$ cat src/rtl/ccff_chain_loader_if.sv
// Bitstream word stream between the host and the chain loader.
// The host drives data/valid; the loader answers with ready.
interface ccff_chain_loader_if #(
    parameter int WORD_W = 8
);
    logic [WORD_W-1:0] din_data;
    logic              din_valid;
    logic              din_ready;

    modport master (
        output din_data,
        output din_valid,
        input  din_ready
    );

    modport slave (
        input  din_data,
        input  din_valid,
        output din_ready
    );
endinterface

$ cat src/rtl/ccff_chain_loader.sv
// Configuration flop chain loader: serializes bitstream words MSB-first
// onto ccff_head, gates the chain clock and optionally verifies a re-pass.
module ccff_chain_loader #(
    parameter int CHAIN_LEN = 1024,
    parameter int WORD_W    = 8,
    parameter int ERRCNT_W  = 16
) (
    input  logic                prog_clk,
    input  logic                pReset,
    input  logic                start,
    input  logic                verify_en,
    ccff_chain_loader_if.slave  din,
    output logic                ccff_head,
    input  logic                ccff_tail,
    output logic                shift_en,
    output logic                busy,
    output logic                done,
    output logic                err,
    output logic [ERRCNT_W-1:0] err_count
);

    localparam int WORDS     = (CHAIN_LEN + WORD_W - 1) / WORD_W;
    localparam int LAST_BITS = CHAIN_LEN - (WORDS - 1) * WORD_W;
    localparam int BL_W      = $clog2(WORD_W + 1);
    localparam int BC_W      = $clog2(CHAIN_LEN + 1);
    localparam int WA_W      = $clog2(WORDS + 1);

    localparam logic [BL_W-1:0] BL_ONE  = BL_W'(1);
    localparam logic [BL_W-1:0] BL_FULL = BL_W'(WORD_W);
    localparam logic [BL_W-1:0] BL_LAST = BL_W'(LAST_BITS);

    localparam logic [BC_W-1:0] BC_ONE  = BC_W'(1);
    localparam logic [BC_W-1:0] BC_LAST = BC_W'(CHAIN_LEN - 1);
    localparam logic [BC_W-1:0] BC_END  = BC_W'(CHAIN_LEN);

    localparam logic [WA_W-1:0] WA_ONE   = WA_W'(1);
    localparam logic [WA_W-1:0] WA_FINAL = WA_W'(WORDS - 1);
    localparam logic [WA_W-1:0] WA_WORDS = WA_W'(WORDS);

    localparam logic [ERRCNT_W-1:0] ERR_ONE = ERRCNT_W'(1);

    typedef enum logic [1:0] {
        S_IDLE,
        S_LOAD,
        S_VERIFY,
        S_DONE
    } state_t;

    state_t            state;
    logic [WORD_W-1:0] word_buf;
    logic [BL_W-1:0]   bits_left;
    logic [BC_W-1:0]   bit_cnt;
    logic [WA_W-1:0]   words_acc;
    logic              verify_q;
    logic              head_q;

    logic in_pass;
    logic accept;
    logic pass_end;
    logic cur_bit;
    logic mismatch;

    // Pass control: shifting, word acceptance and pass termination
    always_comb begin
        in_pass       = (state == S_LOAD) || (state == S_VERIFY);
        cur_bit       = word_buf[WORD_W-1];
        shift_en      = in_pass && (bits_left != '0)
                        && (bit_cnt < BC_END);
        din.din_ready = in_pass && (bits_left <= BL_ONE)
                        && (words_acc < WA_WORDS);
        accept        = din.din_valid && din.din_ready;
        pass_end      = shift_en && (bit_cnt == BC_LAST);
        mismatch      = (state == S_VERIFY) && shift_en
                        && (ccff_tail != cur_bit);
        ccff_head     = shift_en ? cur_bit : head_q;
        busy          = in_pass;
        done          = (state == S_DONE);
    end

    // Sequencer FSM with word buffer, counters and verify error tracking
    always_ff @(posedge prog_clk) begin
        if (pReset) begin
            state     <= S_IDLE;
            word_buf  <= '0;
            bits_left <= '0;
            bit_cnt   <= '0;
            words_acc <= '0;
            verify_q  <= 1'b0;
            head_q    <= 1'b0;
            err       <= 1'b0;
            err_count <= '0;
        end else begin
            case (state)
                S_IDLE, S_DONE: begin
                    if (start) begin
                        verify_q  <= verify_en;
                        err       <= 1'b0;
                        err_count <= '0;
                        bits_left <= '0;
                        bit_cnt   <= '0;
                        words_acc <= '0;
                        state     <= S_LOAD;
                    end
                end
                S_LOAD, S_VERIFY: begin
                    if (shift_en) begin
                        head_q    <= cur_bit;
                        word_buf  <= word_buf << 1;
                        bits_left <= bits_left - BL_ONE;
                        bit_cnt   <= bit_cnt + BC_ONE;
                    end
                    if (mismatch) begin
                        err <= 1'b1;
                        if (err_count != '1) begin
                            err_count <= err_count + ERR_ONE;
                        end
                    end
                    // A new word may land on the same edge as the last bit
                    if (accept) begin
                        word_buf  <= din.din_data;
                        bits_left <= (words_acc == WA_FINAL)
                                     ? BL_LAST : BL_FULL;
                        words_acc <= words_acc + WA_ONE;
                    end
                    if (pass_end) begin
                        bits_left <= '0;
                        bit_cnt   <= '0;
                        words_acc <= '0;
                        if ((state == S_LOAD) && verify_q) begin
                            state <= S_VERIFY;
                        end else begin
                            state <= S_DONE;
                        end
                    end
                end
                default: state <= S_IDLE;
            endcase
        end
    end

endmodule

$ cat src/flat_wrapper.sv
// flat-port wrapper written by rule: the top's interface ports become plain ports
module ccff_chain_loader_flat 
#(
    parameter int CHAIN_LEN = 1024,
    parameter int WORD_W    = 8,
    parameter int ERRCNT_W  = 16
)
  (prog_clk, pReset, start, verify_en, ccff_head, ccff_tail, shift_en, busy, done, err, err_count, din_din_data, din_din_valid, din_din_ready);
  ccff_chain_loader_if #(.WORD_W(WORD_W)) din_i ();
  input  logic prog_clk;
  input  logic pReset;
  input  logic start;
  input  logic verify_en;
  output logic ccff_head;
  input  logic ccff_tail;
  output logic shift_en;
  output logic busy;
  output logic done;
  output logic err;
  output logic [ERRCNT_W-1:0] err_count;
  input wire logic [$bits(din_i.din_data)-1:0] din_din_data;
  input wire logic [$bits(din_i.din_valid)-1:0] din_din_valid;
  output wire logic [$bits(din_i.din_ready)-1:0] din_din_ready;
  assign din_i.din_data = din_din_data;
  assign din_i.din_valid = din_din_valid;
  assign din_din_ready = din_i.din_ready;
  ccff_chain_loader #(.CHAIN_LEN(CHAIN_LEN), .WORD_W(WORD_W), .ERRCNT_W(ERRCNT_W)) u_core (.prog_clk(prog_clk), .pReset(pReset), .start(start), .verify_en(verify_en), .din(din_i), .ccff_head(ccff_head), .ccff_tail(ccff_tail), .shift_en(shift_en), .busy(busy), .done(done), .err(err), .err_count(err_count));
endmodule
$ cat config.mk
export PLATFORM = sky130hd
export DESIGN_NAME = ccff_chain_loader_flat
export DESIGN_NICKNAME = d
export VERILOG_FILES = /design/src/rtl/ccff_chain_loader_if.sv /design/src/rtl/ccff_chain_loader.sv /design/src/flat_wrapper.sv
export SDC_FILE = /design/constraint.sdc
export NUM_CORES = 1
export LEC_CHECK = 0
export CORE_MARGIN = 2
export CORE_UTILIZATION = 45
export DETAILED_ROUTE_END_ITERATION = 16
export DONT_BUFFER_PORTS = 1
export GPL_ROUTABILITY_DRIVEN = 0
export PLACE_DENSITY = 0.68
export SLEW_MARGIN = 20
export SYNTH_ARGS = -nofsm -noshare
export SYNTH_HDL_FRONTEND = slang
export SYNTH_SLANG_ARGS = --single-unit
$ cat constraint.sdc
create_clock -name prog_clk -period 3.7 [get_ports prog_clk]
set_clock_uncertainty 0.2 [all_clocks]
set_input_delay 0.74 -clock prog_clk [delete_from_list [all_inputs] [get_ports prog_clk]]
set_output_delay 0.74 -clock prog_clk [all_outputs]
set_load 0.005 [all_outputs]
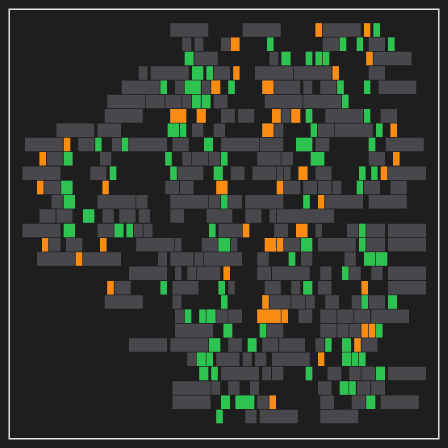
Figure 1: run 1, gate-type map.
legend:
  nand cells:
    color: green
    cells: 89
    most_used: nand2_1
  nor cells:
    color: orange
    cells: 42
    most_used: nor2_1
Commonest Layout Cell: nand2_1
Comb/total area: 54.3%
Non-Filler Instances: 405

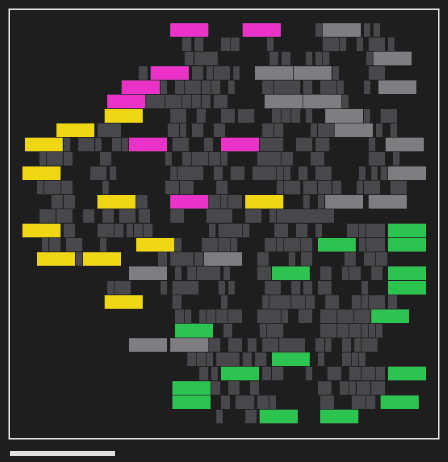
Figure 2: run 1, sequential cells colored by netlist name.
Scale bar: 20 µm. Other sequential cells in the stronger gray, the rest of the logic in the fainter gray.
legend:
  u_core.err_count:
    color: green
    flops: 16
  u_core.bit_cnt:
    color: yellow
    flops: 11
    where: left middle
  u_core.words_acc:
    color: magenta
    flops: 8
    where: top middle
Flop area: 1040 µm²
Util after Layout: 48.8%

==> changes_impl.md, run 1 <==
## Flow update

- Status: finished, final reports clean
- Power Sequential: 587 µW
- Row cnt: 28
- Initial Utilization: 46.0%
- Final net count: 352
- Total GRT Usage: 19.3%
- Xor/xnor share: 3.58%
- CTS Buf Count: 5
- Cell type with the largest total area: dfxtp_1
- Clock power share: 35.8%
- Most numerous logic cells after layout: nand2_1, dfxtp_1, nor2_1
- Tightest Pin Transition: 0.755 ns
- Crit-path cells: inv_1, ha_1, buf_4, nor2_1, nand2_1, inv_1, buf_4
- Design Power: 1100 µW
- VDD IR max: 186 µV
- Wl on met1: 2.93 mm
- CTS max path bufs: 2
- GRT overflow: 0
- Final HPWL DP: 4.33 mm
- Pwr top: registers
- # H-tree levels: 2
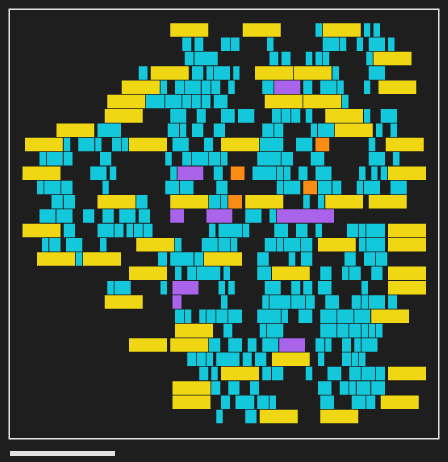
Figure 3: run 1, placement by cell class.
Scale bar: 20 µm.
legend:
  remaining buffers and delay cells:
    color: orange
    cells: 4
    share_of_their_area: 1.1%
  clock drivers and dummy loads:
    color: purple
    cells: 8
    share_of_their_area: 4.0%
  remaining logic cells:
    color: cyan
    cells: 266
    share_of_their_area: 57%
  registers:
    color: yellow
    cells: 52
    share_of_their_area: 38%
sequential cell area share: 36.4%
core footprint: 5850 µm²
Finished Cell Area: 2860 µm²

-- run 1: final timing paths --
path | end | cells past startpoint | start
worst max-delay path | shift_en | 7 | u_core.state[0]
worst min-delay path | u_core.bit_cnt[10] | 2 | u_core.bit_cnt[10]
worst max register to register | u_core.err_count[11] | 8 | u_core.state[0]
worst min register to register | u_core.bit_cnt[10] | 2 | u_core.bit_cnt[10]
-- run 1: cell type report --
class | instances | share of cell area (%)
multi-input combinational | 258 | 54.3
sequential | 52 | 36.4
tap | 75 | 3.29
clock buffer | 5 | 2.41
clock inverter | 3 | 1.49
timing repair buffer | 4 | 1.05
inverter | 8 | 1.05
-- run 1: kinds of logic after synthesis --
family | count (synthesis)
compound gates | 75
fa+ha+maj | 9
buf+inv | 24
flops | 52
simple gates | 161
xor+xnor | 11
mux | 2
Figure 4. Signal wires by layer (run 1).
Scale bar: 20 µm. Only two layers are drawn.
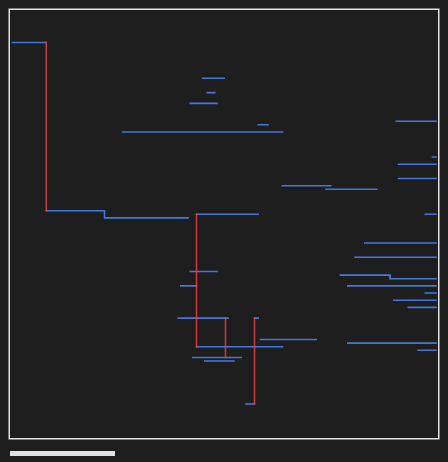

==> run 2, diff against run 1 <==
- PLACE_DENSITY: 0.68 -> 0.7
- clock period: 3.7 -> 2.7 ns (I/O delays scaled with it)
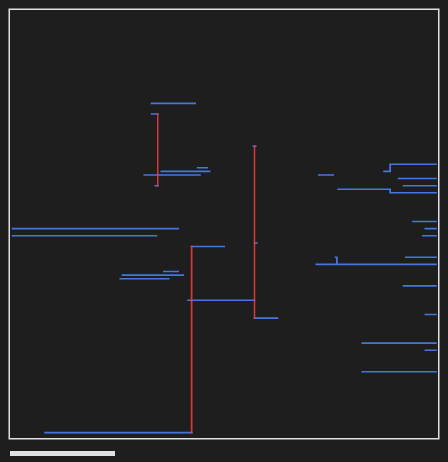
Figure 5: run 2, signal wires by layer.
Scale bar: 20 µm. Only two layers are drawn.
legend:
  M4:
    color: red
    wire_length: 81.6 µm
  M3:
    color: blue
    wire_length: 289 µm
Routed WL per cell: 15.0 µm
Total GRT Usage: 19.1%
vias: 2,427

==> changes_impl.md, run 2 <==
## Flow update

- Core footprint: 5850 µm² (unchanged)
- Xor/xnor share: 3.58% (unchanged)
- Commonest Layout Cell: nand2_1 (unchanged)
- Cell type with the largest total area: dfxtp_1 (unchanged)
- Final net count: 360 (was 352)
- Initial Utilization: 46.0% (unchanged)
- Crit-path cells: inv_1, ha_1, or3b_1, nand2_1, inv_1, buf_6, nand2_1, nand2_1 (was inv_1, ha_1, buf_4, nor2_1, nand2_1, inv_1, buf_4)
- Design Power: 1430 µW (was 1100 µW)
- Pwr top: registers (unchanged)
- GRT overflow: 0 (unchanged)
- Util after Layout: 49.9% (was 48.8%)
- Final HPWL DP: 4.40 mm (was 4.33 mm)
- VDD IR max: 270 µV (was 186 µV)
- Most numerous logic cells after layout: nand2_1, dfxtp_1, nor2_1 (unchanged)
- Row cnt: 28 (unchanged)
- Wl on met1: 2.86 mm (was 2.93 mm)
- # H-tree levels: 2 (unchanged)
- Power Sequential: 804 µW (was 587 µW)
- Clock power share: 31.8% (was 35.8%)
- CTS max path bufs: 2 (unchanged)
- Tightest Pin Transition: 0.590 ns (was 0.755 ns)
- Status: finished, final reports clean (unchanged)
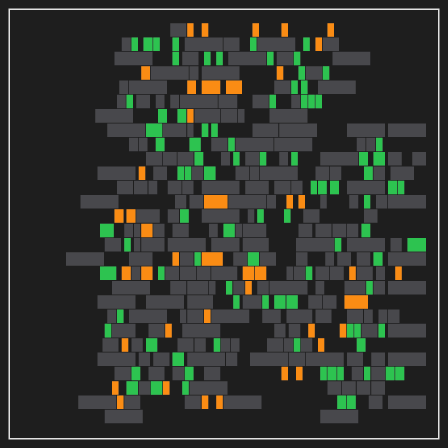
Figure 6: run 2, gate-type map.
legend:
  nand cells:
    color: green
    cells: 89
    most_used: nand2_1
  nor cells:
    color: orange
    cells: 42
    most_used: nor2_1
Comb/total area: 53.8%
Non-Filler Instances: 413

run 2: cell counts after synthesis:
No cell type changed its count.
run 2: layout make-up:
type,count,area (µm²),share of cell area (%)
clock buffer,8,90.1,3.08
multi-input combinational,258,1570,53.8
inverter,8,30.0,1.03
sequential,52,1040,35.6
tap,75,93.8,3.21
timing repair buffer,12,93.8,3.21
run 2: final timing paths:
check / to / from / slack [ns] / cells past startpoint
setup reg to reg: u_core.err_count[2] / u_core.err_count[1] / 0.24 / 7
hold / removal: u_core.word_buf[5] / pReset / 0.1 / 1
setup / recovery: ccff_head / u_core.bits_left[0] / 0.16 / 8
hold reg to reg: u_core.verify_q / u_core.verify_q / 0.26 / 2
==> run 3, diff against run 2 <==
- CAP_MARGIN: unset -> 20
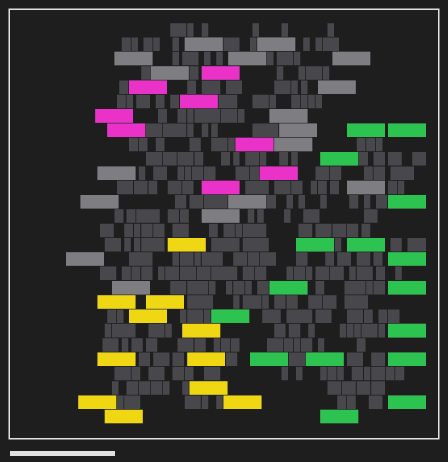
Figure 7: run 3, sequential cells colored by netlist name.
Scale bar: 20 µm. Other sequential cells in the stronger gray, the rest of the logic in the fainter gray.
legend:
  u_core.bit_cnt:
    color: yellow
    flops: 11
  u_core.err_count:
    color: green
    flops: 16
  u_core.words_acc:
    color: magenta
    flops: 8
    where: top middle
not colored: 17
Power Sequential: 804 µW
sequential cell area share: 35.6%
Util after Layout: 49.9%

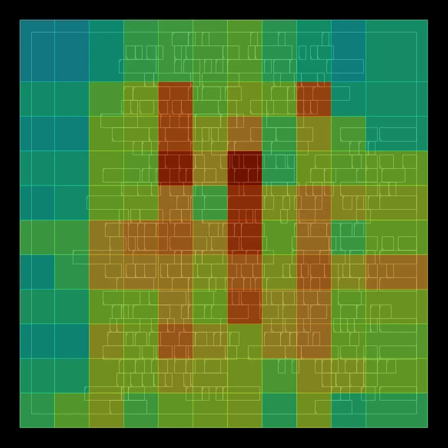
Figure 8: run 3, routing congestion map.
Top Usage Layer GRT: met2
M3 GR Usage: 5.00%
grt met2 use: 32.5%
met1 usage: 23.8%

==> changes_impl.md, run 3 <==
## Flow update

- Commonest Layout Cell: nand2_1 (unchanged)
- Layout non-clock buf frac: 3.21% (unchanged)
- Tap cells: 75 (unchanged)
- CP delay by family, top: simple AND/OR/NAND/NOR gates (unchanged)
- Post_cts resized: 0 (unchanged)
- Post-CTS Hold Buffers: 0 (unchanged)
- Tightest Pin Transition: 0.590 ns (unchanged)
- Initial Utilization: 46.0% (unchanged)
- DRC Markers: 0 (unchanged)
- Top class by area: logic gates (unchanged)
- Clock power share: 31.8% (about the same)
- Final HPWL DP: 4.40 mm (unchanged)
- Buffers, non-clock: 12 (unchanged)
- Row cnt: 28 (unchanged)
- Crit-path cells: inv_1, ha_1, or3b_1, nand2_1, inv_1, buf_6, nand2_1, nand2_1 (unchanged)
- CTS max path bufs: 2 (unchanged)
- Flop area: 1040 µm² (unchanged)
- Comb gates: 258 (unchanged)
- Final net count: 360 (unchanged)
- # H-tree levels: 2 (unchanged)
- Finished Cell Area: 2920 µm² (unchanged)
- Crit Path Class: reg -> out (unchanged)
- GRT overflow: 0 (unchanged)
- Vias: 2,427 (unchanged)
- CTS Buf Count: 5 (unchanged)
- Clock buf count: 8 (unchanged)
- Xor/xnor share: 3.58% (unchanged)
- Status: finished, final reports clean (unchanged)
- Number of DRC markers in iteration 0: 85 (unchanged)
- Cell type with the largest total area: dfxtp_1 (unchanged)
- Core footprint: 5850 µm² (unchanged)
- Pwr top: registers (unchanged)
- Layout sequential cell count: 52 (unchanged)
- Die Width: 81.3 µm (unchanged)
- Vias in the first global route: 2,173 (unchanged)
- Total GRT Usage: 19.1% (unchanged)
- Comb/total area: 53.8% (unchanged)
- Clk cell area share: 3.08% (unchanged)
- Wl on met1: 2.86 mm (unchanged)
- Startpoint Class: flop (unchanged)
- Arr. time, crit path: 1.80 ns (about the same)
- VDD IR max: 270 µV (unchanged)
- Routed WL per cell: 15.0 µm (unchanged)
## run 3: cell counts after synthesis
Identical to the previous run, type by type.
## run 3: final timing paths
path | to | start | depth (start not counted) | slack (ns)
hold / removal | u_core.word_buf[5] | pReset | 1 | 0.1
hold reg to reg | u_core.verify_q | u_core.verify_q | 2 | 0.26
setup / recovery | ccff_head | u_core.bits_left[0] | 8 | 0.16
setup reg to reg | u_core.err_count[2] | u_core.err_count[1] | 7 | 0.24
## run 3: metrics by stage
stage / setup WS [ns] / total power (µW) / hold slack, ns / instances
floorplan: 0.306 / 949 / 0.222 / 334
global placement: 0.246 / 987 / 0.236 / 405
detailed placement: 0.174 / 990 / 0.247 / 405
CTS: 0.0345 / 1450 / 0.0869 / 413
global route: 0.0174 / 1500 / 0.0774 / 413
finish: 0.161 / 1430 / 0.0996 / 413
No activity file was given, so power comes from the tool's default toggle rates.
